Figure 1. Metal 2 (run 1).
Drawn at 1 px/um. Cells faint in the background.
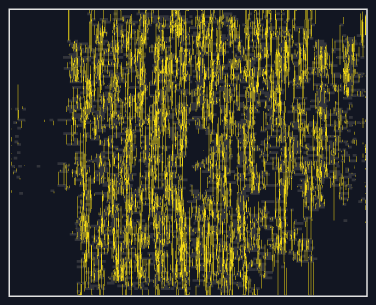
Figure 2. Sequential cells grouped by signal name (run 1).
Drawn at 1.5 px/um. Other sequential cells in the stronger grey, the rest of the logic in the fainter grey.
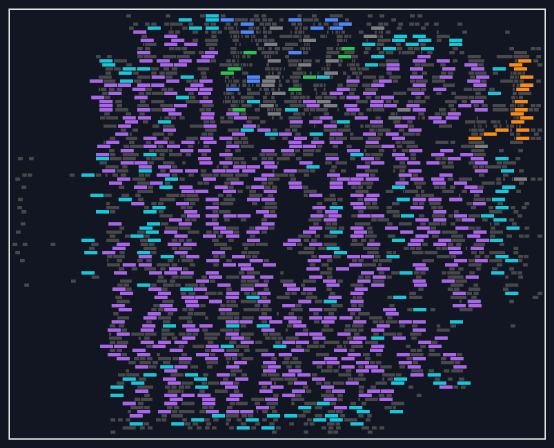
Figure 3. A small window of the routed layout (run 1).
Region (158, 180) to (198, 220) um. Cells in grey, sequential cells in the stronger grey; small squares are vias.
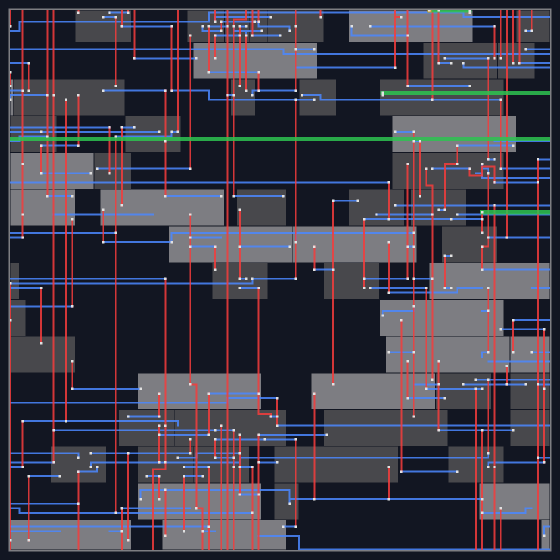
Design cfg_dispatch_flat, sky130hd; sources not shown.
==> run summary, run 1 <==
Final Power: 0.003200 W
Root Buffer Master: clkbuf_16
Top class by area: sequential cells
Max-area cell share: 57.89%
TritonCTS clock tree: yes
Outcome: finished, violations left
Antenna fix cells: 7
Signal buf overhead: 5.564%
DR DRC count: 28
Max reg flops: 512
RD Place Congestion: 0.7358
XORs/XNORs by Area: 0.6395%
Fin worst setup slack: 10.94 ns
Kind of cell adding the most delay to the critical path: buffers and inverters
Worst path bufs/invs: 2
Tapcells inserted: 1,312
CTS Buffer Depth: 3
Met2 routed WL: 35,340 um
Startpoint Class: input port
Synth top cell by count: dfrtp_1
Int Pwr: 0.002409 W
Insertion Delay late pin: 0.74 ns
Die Y: 285.5 um
Port bufs: 197
DRT antenna net count: 0
# setup viols final: 0
Comb area leader: multiplexers
Critical Path End Type: output pin
Htree depth: 4
Post-synthesis cell count: 1,852
Worst slew margin: 28.44%
Final tally of hold violations: 0
Finished Layout Cells: 3,561
Hold path cells: 1
Failing checks: DRC
Pre-antenna DRT Iters: 6
About Figure 1:
The wires run mostly vertical. 2,055 nets have wire on it. The longest straight run is 86.7 um. The layer carries 35.3 mm of wire. The layer holds 46% of the routed length.
M2 GR Usage: 23.72%
WL final: 76,530 um

About Figure 2:
Key: `u_core.g_ch.u_fifo.r_mem` = purple [sequential cells 512]; `u_core.o_issue_cnt` = orange [sequential cells 16, where top right]; `u_core.bus.out_data` = cyan [sequential cells 128, where spread over the die]; `u_core.g_ch.u_fifo.r_wr` = green [sequential cells 8, where top middle]; `u_core.g_ch.u_fifo.r_cnt` = blue [sequential cells 12, where top middle]
sequential share of cell area: 44.39%
Seq. pwr: 0.00106 W
Flop area: 17,450 um^2
Util after Layout: 39.67%

About Figure 3:
Key: metal 3 = green; metal 1 = blue; metal 4 = orange; metal 2 = red
Most frequent: dfrtp_1 (17), mux2_2 (13), clkbuf_16 (4). Sequential cells in the window: 17. 50 logic cells have their middle in the window.

Figure 4. Gate families picked out (run 1).
Drawn at 1.5 px/um.
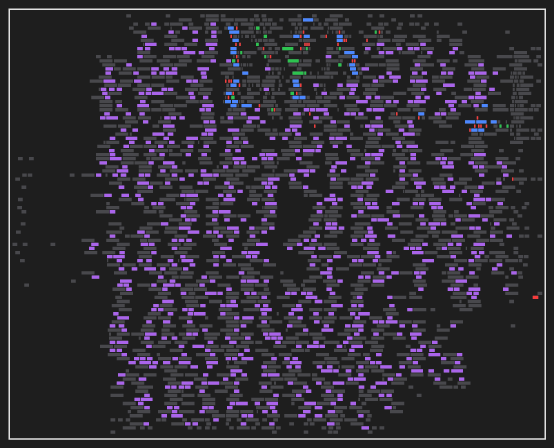

## Run 2: what changed since run 1
PLACE_DENSITY = 0.55   (was 0.53)
clock period = 17.08 ns   (was 31.8 ns; I/O delays follow)
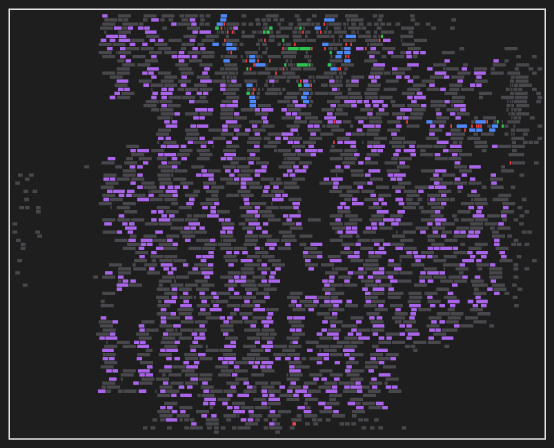
Figure 5: run 2, gate families picked out.
Drawn at 1.5 px/um.
Key: fa/ha/maj cells = blue [cells 35, most used ha_1]; aoi and oai cells = green [cells 19, most used o21ai_0, where top middle]; inv cells = red [cells 45, most used inv_1]; mux cells = purple [cells 773, most used mux2_2]
Finished Layout Cells: 3,548
most numerous logic cell after layout: dfrtp_1

==> run 2 against run 1 <==
Against the previous run: the flow still finishes with violations (DRC); sequential cell count unchanged; die size unchanged; sequential share of layout area increased by 0.32 points; cell count decreased by 0.37%; clock power increased by 78%; highest routed layer unchanged.
==> run summary, run 2 <==
Root Buffer Master: clkbuf_16
Htree depth: 4
DR DRC count: 32
Synth top cell by count: dfrtp_1
Insertion Delay late pin: 0.72 ns
DRT antenna net count: 0
Port bufs: 197
Flop area: 17,450 um^2
Antenna fix cells: 6
M2 GR Usage: 24.29%
Post-synthesis cell count: 1,852
Hold path cells: 1
Max-area cell share: 57.89%
XORs/XNORs by Area: 0.6395%
Critical Path End Type: output pin
Max reg flops: 512
Seq. pwr: 0.00198 W
Util after Layout: 39.39%
RD Place Congestion: 0.7469
Failing checks: DRC
Final tally of hold violations: 0
Int Pwr: 0.004380 W
Sequential share of cell area: 44.70%
Kind of cell adding the most delay to the critical path: buffers and inverters
Top class by area: sequential cells
Tapcells inserted: 1,312
WL final: 77,360 um
Signal buf overhead: 5.687%
CTS Buffer Depth: 3
Met2 routed WL: 36,170 um
TritonCTS clock tree: yes
Comb area leader: multiplexers
Outcome: finished, violations left
Pre-antenna DRT Iters: 7
Final Power: 0.005816 W
## Run 3: what changed since run 2
PLACE_DENSITY = 0.53   (was 0.55)
clock period = 11.9 ns   (was 17.08 ns; I/O delays follow)
==> run 3 against run 2 <==
Against the previous run: the flow still finishes with violations (DRC); synthesized area did not move; die size did not move; critical path depth did not move; sequential power rose by 43%; via count fell by 0.80%; wire length fell by 1.0%; worst hold slack improved by 0.016 ns; synthesized cell count did not move; critical endpoint unchanged.
==> run summary, run 3 <==
Top class by area: sequential cells
Max reg flops: 512
Pre-antenna DRT Iters: 7
Die Y: 285.5 um
M2 GR Usage: 24.30%
Comb area leader: multiplexers
Insertion Delay late pin: 0.72 ns
DR DRC count: 42
CTS Buffer Depth: 3
Most numerous logic cell after layout: dfrtp_1
DRT antenna net count: 0
Outcome: finished, violations left
Antenna fix cells: 6
# setup viols final: 0
Post-synthesis cell count: 1,852
Fin worst setup slack: 2.958 ns
WL final: 76,540 um
Failing checks: DRC
Final Power: 0.008557 W
Tapcells inserted: 1,312
Max-area cell share: 57.89%
Kind of cell adding the most delay to the critical path: buffers and inverters
RD Place Congestion: 0.7031
Signal buf overhead: 5.661%
Int Pwr: 0.006465 W
Final tally of hold violations: 0
XORs/XNORs by Area: 0.6395%
Root Buffer Master: clkbuf_16
Port bufs: 197
Startpoint Class: input port
Worst path bufs/invs: 2
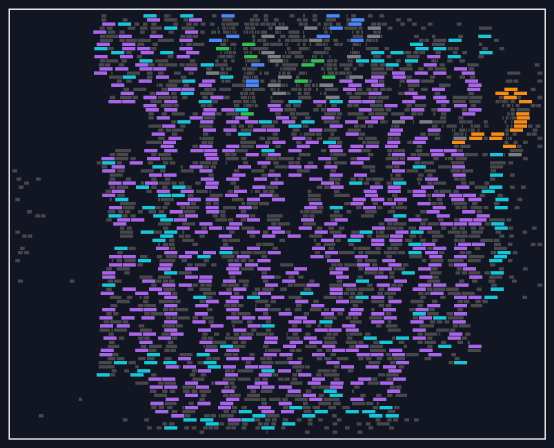
Figure 6: run 3, sequential cells grouped by signal name.
Drawn at 1.5 px/um. Other sequential cells in the stronger grey, the rest of the logic in the fainter grey.
Key: `u_core.g_ch.u_fifo.r_mem` = purple [sequential cells 512]; `u_core.g_ch.u_fifo.r_cnt` = blue [sequential cells 12, where top middle]; `u_core.o_issue_cnt` = orange [sequential cells 16, where top right]; `u_core.bus.out_data` = cyan [sequential cells 128, where spread over the die]; `u_core.g_ch.u_fifo.r_wr` = green [sequential cells 8, where top middle]
sequential share of cell area: 44.35%
Flop area: 17,450 um^2
Seq. pwr: 0.00283 W

No activity file was given, so power comes from the tool's default toggle rates.
